===== src/rtl/trunc_pipe_if.sv =====
// Beat-level handshake bundle for trunc_pipe: upstream beat, downstream result.
// The master side is the environment, and the slave side is the pipeline.
interface trunc_pipe_if #(
    parameter int N     = 5,
    parameter int LANES = 2
);
    localparam int CW = $clog2(N + 1);

    logic                  in_valid;
    logic                  in_ready;
    logic [N*LANES-1:0]    in_signal;
    logic [N*LANES-1:0]    in_truncator;
    logic [1:0]            in_mode;
    logic                  out_valid;
    logic                  out_ready;
    logic [N*LANES-1:0]    out_data;
    logic [CW*LANES-1:0]   out_dropped;
    logic                  out_any_drop;

    modport master (
        output in_valid, in_signal, in_truncator, in_mode, out_ready,
        input  in_ready, out_valid, out_data, out_dropped, out_any_drop
    );

    modport slave (
        input  in_valid, in_signal, in_truncator, in_mode, out_ready,
        output in_ready, out_valid, out_data, out_dropped, out_any_drop
    );
endinterface


===== src/rtl/trunc_pipe.sv =====
// Two-stage valid/ready multi-lane truncator: S1 folds the mode into a keep mask,
// and S2 registers the kept bits, the per-lane dropped counts and a drop statistic.
module trunc_pipe #(
    parameter int N      = 5,
    parameter int LANES  = 2,
    parameter int STAT_W = 16
) (
    input  logic              clk,
    input  logic              rst,
    trunc_pipe_if.slave       bus,
    input  logic              stat_clr,
    output logic [STAT_W-1:0] stat_count
);
    localparam int CW = $clog2(N + 1);

    function automatic logic [CW-1:0] popcnt(input logic [N-1:0] v);
        logic [CW-1:0] c;
        c = '0;
        for (int i = 0; i < N; i++) begin
            c = c + CW'(v[i]);
        end
        return c;
    endfunction

    logic [N*LANES-1:0]  keep_mask;
    logic [N*LANES-1:0]  kept_next;
    logic [CW*LANES-1:0] dropped_next;
    logic                any_next;

    logic                s1_valid_reg;
    logic [N*LANES-1:0]  s1_signal_reg;
    logic [N*LANES-1:0]  s1_mask_reg;
    logic                out_valid_reg;
    logic [N*LANES-1:0]  out_data_reg;
    logic [CW*LANES-1:0] out_dropped_reg;
    logic                out_any_reg;
    logic [STAT_W-1:0]   stat_reg;

    logic s2_advance;
    logic in_ready;
    logic accept;

    assign s2_advance = !out_valid_reg || bus.out_ready;
    assign in_ready   = !s1_valid_reg || s2_advance;
    assign accept     = bus.in_valid && in_ready;

    generate
        for (genvar gi = 0; gi < LANES; gi++) begin : g_lane
            logic [N-1:0] trunc;
            logic [N-1:0] mask_lo;
            logic [N-1:0] mask_in;
            logic [N-1:0] lane_mask;
            logic [N-1:0] lost;

            // mask_lo is a prefix-OR from bit 0 upward; mask_in is the same prefix shifted by one.
            always_comb begin
                trunc   = bus.in_truncator[gi*N +: N];
                mask_lo = trunc;
                for (int i = 1; i < N; i++) begin
                    mask_lo[i] = mask_lo[i-1] | trunc[i];
                end
                mask_in   = mask_lo << 1;
                lane_mask = '1;
                case (bus.in_mode)
                    2'b00:   lane_mask = ~mask_lo;
                    2'b01:   lane_mask = ~mask_in;
                    2'b10:   lane_mask = mask_lo;
                    default: lane_mask = '1;
                endcase
            end

            assign keep_mask[gi*N +: N]     = lane_mask;
            assign lost                     = s1_signal_reg[gi*N +: N] & ~s1_mask_reg[gi*N +: N];
            assign kept_next[gi*N +: N]     = s1_signal_reg[gi*N +: N] & s1_mask_reg[gi*N +: N];
            assign dropped_next[gi*CW +: CW] = popcnt(lost);
        end
    endgenerate

    assign any_next = |dropped_next;

    // S1 may refill while S2 stalls only if it is empty; otherwise it moves with S2.
    always_ff @(posedge clk or posedge rst) begin
        if (rst) begin
            s1_valid_reg  <= 1'b0;
            s1_signal_reg <= '0;
            s1_mask_reg   <= '0;
        end else if (in_ready) begin
            s1_valid_reg <= bus.in_valid;
            if (accept) begin
                s1_signal_reg <= bus.in_signal;
                s1_mask_reg   <= keep_mask;
            end
        end
    end

    always_ff @(posedge clk or posedge rst) begin
        if (rst) begin
            out_valid_reg   <= 1'b0;
            out_data_reg    <= '0;
            out_dropped_reg <= '0;
            out_any_reg     <= 1'b0;
        end else if (s2_advance) begin
            out_valid_reg <= s1_valid_reg;
            if (s1_valid_reg) begin
                out_data_reg    <= kept_next;
                out_dropped_reg <= dropped_next;
                out_any_reg     <= any_next;
            end
        end
    end

    always_ff @(posedge clk or posedge rst) begin
        if (rst) begin
            stat_reg <= '0;
        end else if (stat_clr) begin
            stat_reg <= '0;
        end else if (out_valid_reg && bus.out_ready && out_any_reg && !(&stat_reg)) begin
            stat_reg <= stat_reg + 1'b1;
        end
    end

    assign bus.in_ready     = in_ready;
    assign bus.out_valid    = out_valid_reg;
    assign bus.out_data     = out_data_reg;
    assign bus.out_dropped  = out_dropped_reg;
    assign bus.out_any_drop = out_any_reg;
    assign stat_count       = stat_reg;
endmodule


===== src/flat_wrapper.sv =====
// flat-port wrapper written by rule: the top's interface ports become plain ports
module trunc_pipe_flat 
#(
    parameter int N      = 5,
    parameter int LANES  = 2,
    parameter int STAT_W = 16
)
  (clk, rst, stat_clr, stat_count, bus_in_valid, bus_in_signal, bus_in_truncator, bus_in_mode, bus_out_ready, bus_in_ready, bus_out_valid, bus_out_data, bus_out_dropped, bus_out_any_drop);
  trunc_pipe_if #(.N(N), .LANES(LANES)) bus_i ();
  input  logic clk;
  input  logic rst;
  input  logic stat_clr;
  output logic [STAT_W-1:0] stat_count;
  input wire logic [$bits(bus_i.in_valid)-1:0] bus_in_valid;
  input wire logic [$bits(bus_i.in_signal)-1:0] bus_in_signal;
  input wire logic [$bits(bus_i.in_truncator)-1:0] bus_in_truncator;
  input wire logic [$bits(bus_i.in_mode)-1:0] bus_in_mode;
  input wire logic [$bits(bus_i.out_ready)-1:0] bus_out_ready;
  output wire logic [$bits(bus_i.in_ready)-1:0] bus_in_ready;
  output wire logic [$bits(bus_i.out_valid)-1:0] bus_out_valid;
  output wire logic [$bits(bus_i.out_data)-1:0] bus_out_data;
  output wire logic [$bits(bus_i.out_dropped)-1:0] bus_out_dropped;
  output wire logic [$bits(bus_i.out_any_drop)-1:0] bus_out_any_drop;
  assign bus_i.in_valid = bus_in_valid;
  assign bus_i.in_signal = bus_in_signal;
  assign bus_i.in_truncator = bus_in_truncator;
  assign bus_i.in_mode = bus_in_mode;
  assign bus_i.out_ready = bus_out_ready;
  assign bus_in_ready = bus_i.in_ready;
  assign bus_out_valid = bus_i.out_valid;
  assign bus_out_data = bus_i.out_data;
  assign bus_out_dropped = bus_i.out_dropped;
  assign bus_out_any_drop = bus_i.out_any_drop;
  trunc_pipe #(.N(N), .LANES(LANES), .STAT_W(STAT_W)) u_core (.clk(clk), .rst(rst), .bus(bus_i), .stat_clr(stat_clr), .stat_count(stat_count));
endmodule

===== config.mk =====
export PLATFORM = sky130hd
export DESIGN_NAME = trunc_pipe_flat
export DESIGN_NICKNAME = d
export VERILOG_FILES = /design/src/rtl/trunc_pipe_if.sv /design/src/rtl/trunc_pipe.sv /design/src/flat_wrapper.sv
export SDC_FILE = /design/constraint.sdc
export NUM_CORES = 1
export LEC_CHECK = 0
export CORE_MARGIN = 4
export CORE_UTILIZATION = 45
export DETAILED_ROUTE_END_ITERATION = 6
export PLACE_DENSITY = 0.72
export SYNTH_ARGS = -nofsm -noshare
export SYNTH_HDL_FRONTEND = slang
export SYNTH_SLANG_ARGS = --single-unit

===== constraint.sdc =====
create_clock -name clk -period 5.83 [get_ports clk]
set_clock_uncertainty 0.1 [all_clocks]
set_input_delay 0.8745 -clock clk [delete_from_list [all_inputs] [get_ports clk]]
set_output_delay 0.8745 -clock clk [all_outputs]
set_load 0.02 [all_outputs]

==> impl_metrics.json <==
{
  "status": "completed",
  "powerDensity_mw_per_mm2": 284,
  "largest_register_ffs": 16,
  "cts.repair.resized": 0,
  "postSynth.asyncResetShare": 1.00,
  "nFillCells": 511,
  "finalHoldViolations": 0,
  "routed-wl-met2_mm": 2.90,
  "h-tree-depth": 2,
  "rsz0062_at_grt": "false",
  "die_area_sq_mm": 0.00758,
  "drv_slew": 0,
  "p_sw_frac": 0.299,
  "clk_pin_slew_ns": 0.09,
  "coreArea_sq_mm": 0.00599,
  "fin_cells": 410,
  "gp_congestion": 0.816,
  "ys.flop_type": "dfrtp_1",
  "finalSetupViolations": 0,
  "power_leakage_nw": 1.51,
  "reg2regPathDepth": 8,
  "fmax_mhz": 317,
  "num_vias": 2235,
  "viasPerCell": 5.45,
  "syn-instance-count": 273,
  "ys_area_sq_mm": 0.00281,
  "fp.dieH_microns": 87.0
}
==> final timing paths <==
check	startpoint	endpoint
setup / recovery	bus_out_ready	bus_in_ready
hold / removal	u_core.bus.out_data[1]	u_core.bus.out_data[1]
setup reg to reg	u_core.s1_signal_reg[0]	u_core.bus.out_any_drop
hold reg to reg	u_core.bus.out_data[1]	u_core.bus.out_data[1]
max in group asynchronous	rst	u_core.s1_signal_reg[8]
min in group asynchronous	rst	u_core.bus.out_data[1]
==> power groups by stage <==
| stage | Combinational, mW | Sequential [mW] | Clock [mW] |
|---|---|---|---|
| 6_report | 0.287 | 0.476 | 0.262 |
| 5_1_grt | 0.319 | 0.485 | 0.288 |
| 4_1_cts | 0.295 | 0.476 | 0.270 |
| 3_5_place_dp | 0.295 | 0.483 | 0 |
| 3_3_place_gp | 0.288 | 0.481 | 0 |
| 2_1_floorplan | 0.129 | 0.516 | 0 |
==> synth_stat cells, types with 2 or more instances <==
cell type / instances / share of area
a31oi_1: 2 / 0.0044
nor2_1: 16 / 0.021
nor4_4: 2 / 0.015
nor2b_1: 11 / 0.024
o31ai_1: 5 / 0.013
nand4_4: 2 / 0.015
dfrtp_1: 55 / 0.49
mux2_1: 6 / 0.024
or3_1: 6 / 0.013
nand4_2: 2 / 0.0089
a211oi_1: 3 / 0.0080
a2111oi_0: 2 / 0.0062
nand2_1: 42 / 0.056
or4_1: 2 / 0.0053
nand2b_1: 8 / 0.018
inv_1: 8 / 0.011
nor3_1: 3 / 0.0053
xnor2_1: 4 / 0.012
a21oi_1: 14 / 0.025
o22ai_1: 2 / 0.0044
o21ai_0: 20 / 0.036
mux2i_1: 2 / 0.0071
o21ai_1: 4 / 0.0071
nor4_1: 4 / 0.0089
nand3_1: 6 / 0.011
mux2_2: 13 / 0.052
clkbuf_1: 7 / 0.0093
ha_1: 5 / 0.022
fa_1: 4 / 0.028
==> critical path, cell delays in order <==
cell	delay [ns]
clkdlybuf4s50_1	0.51
nand3b_1	0.17
clkdlybuf4s50_1	0.63
==> area by class of cell <==
cell class | instances | area (sq um) | share of cell area
flip-flops and latches | 55 | 1380 | 0.381
multi-input cells | 202 | 1370 | 0.381
repair buffers | 62 | 618 | 0.171
well taps | 75 | 93.8 | 0.0260
clock buffers | 6 | 82.6 | 0.0229
clock inverters | 2 | 35.0 | 0.00971
inverters | 8 | 30.0 | 0.00832
==> through the flow <==
stage               instance area, sq um  power, mW
floorplan                           2810      0.645
global placement                    3490      0.770
detailed placement                  3490      0.778
CTS                                 3610       1.04
global route                        3610       1.09
finish                              3610       1.02
==> per-layer routing <==
metal  track usage  vias to the layer above
met5             0                        -
met4        0.0425                        0
met3        0.0426                        6
met2         0.288                       53
met1         0.199                     1076
li1              -                     1100
==> cell families (layout without fill, tap and decap cells) <==
logic type | count (synthesis) | count (layout) | synth area share
simple gates | 111 | 111 | 0.223
mux | 21 | 21 | 0.0832
fa+ha+maj | 9 | 9 | 0.0507
xor+xnor | 4 | 4 | 0.0125
compound gates | 57 | 57 | 0.120
flops | 55 | 55 | 0.490
buf+inv | 16 | 78 | 0.0218
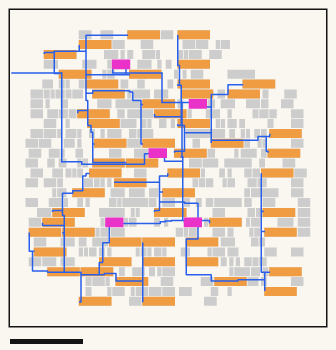
clock_wires.png
The bar under the picture is 20 microns long.
[flip-flops] orange | count: 55
[clock-net drivers] magenta | count: 5
[clock wires] blue | length: 658 microns
routed clock nets	6
flops lie	widely spread

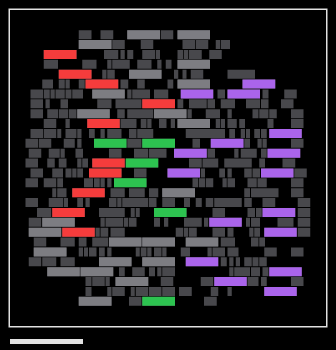
ff_map.png
The bar under the picture is 20 microns long.
name in the netlist	colour	flops
u_core.s1_mask_reg	red	10
u_core.stat_count	purple	16
u_core.bus.out_dropped	green	6

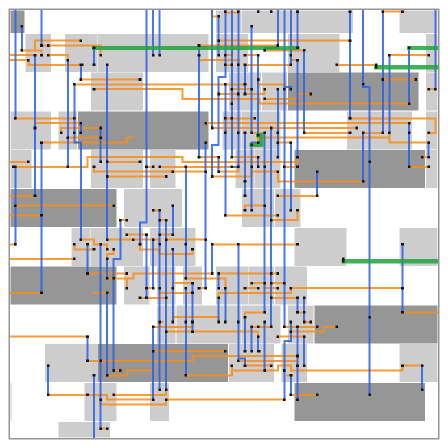
closeup.png
Region (50, 7) to (80, 37) microns. Cells in grey, sequential cells in the stronger grey; small squares are vias.
layer	colour
M1	orange
M3	green
M2	blue
netlist names of flops here include	u_core.stat_count (7), u_core.bus.out_valid (1)
cells with their middle in the window	53
most frequent	dfrtp_1 (8), clkdlybuf4s50_1 (7)
sequential cells in the window	8

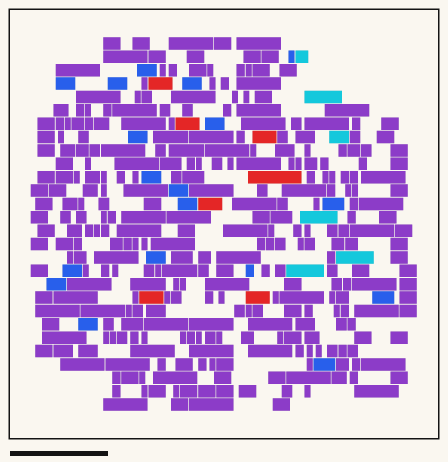
sizing.png
The bar under the picture is 20 microns long.
size	colour	cells
x2	blue	18
x3 and x4	cyan	6
x1 and smaller	purple	304
x6 and larger	red	7

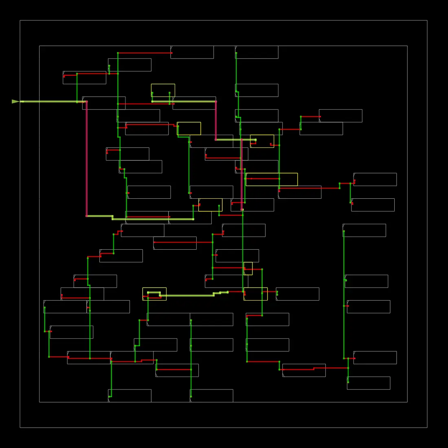
clock_nets.png
clock-net power: 0.262 mW
CLK BUF: 6
flop count: 55

Power and IR drop assume default switching activity.
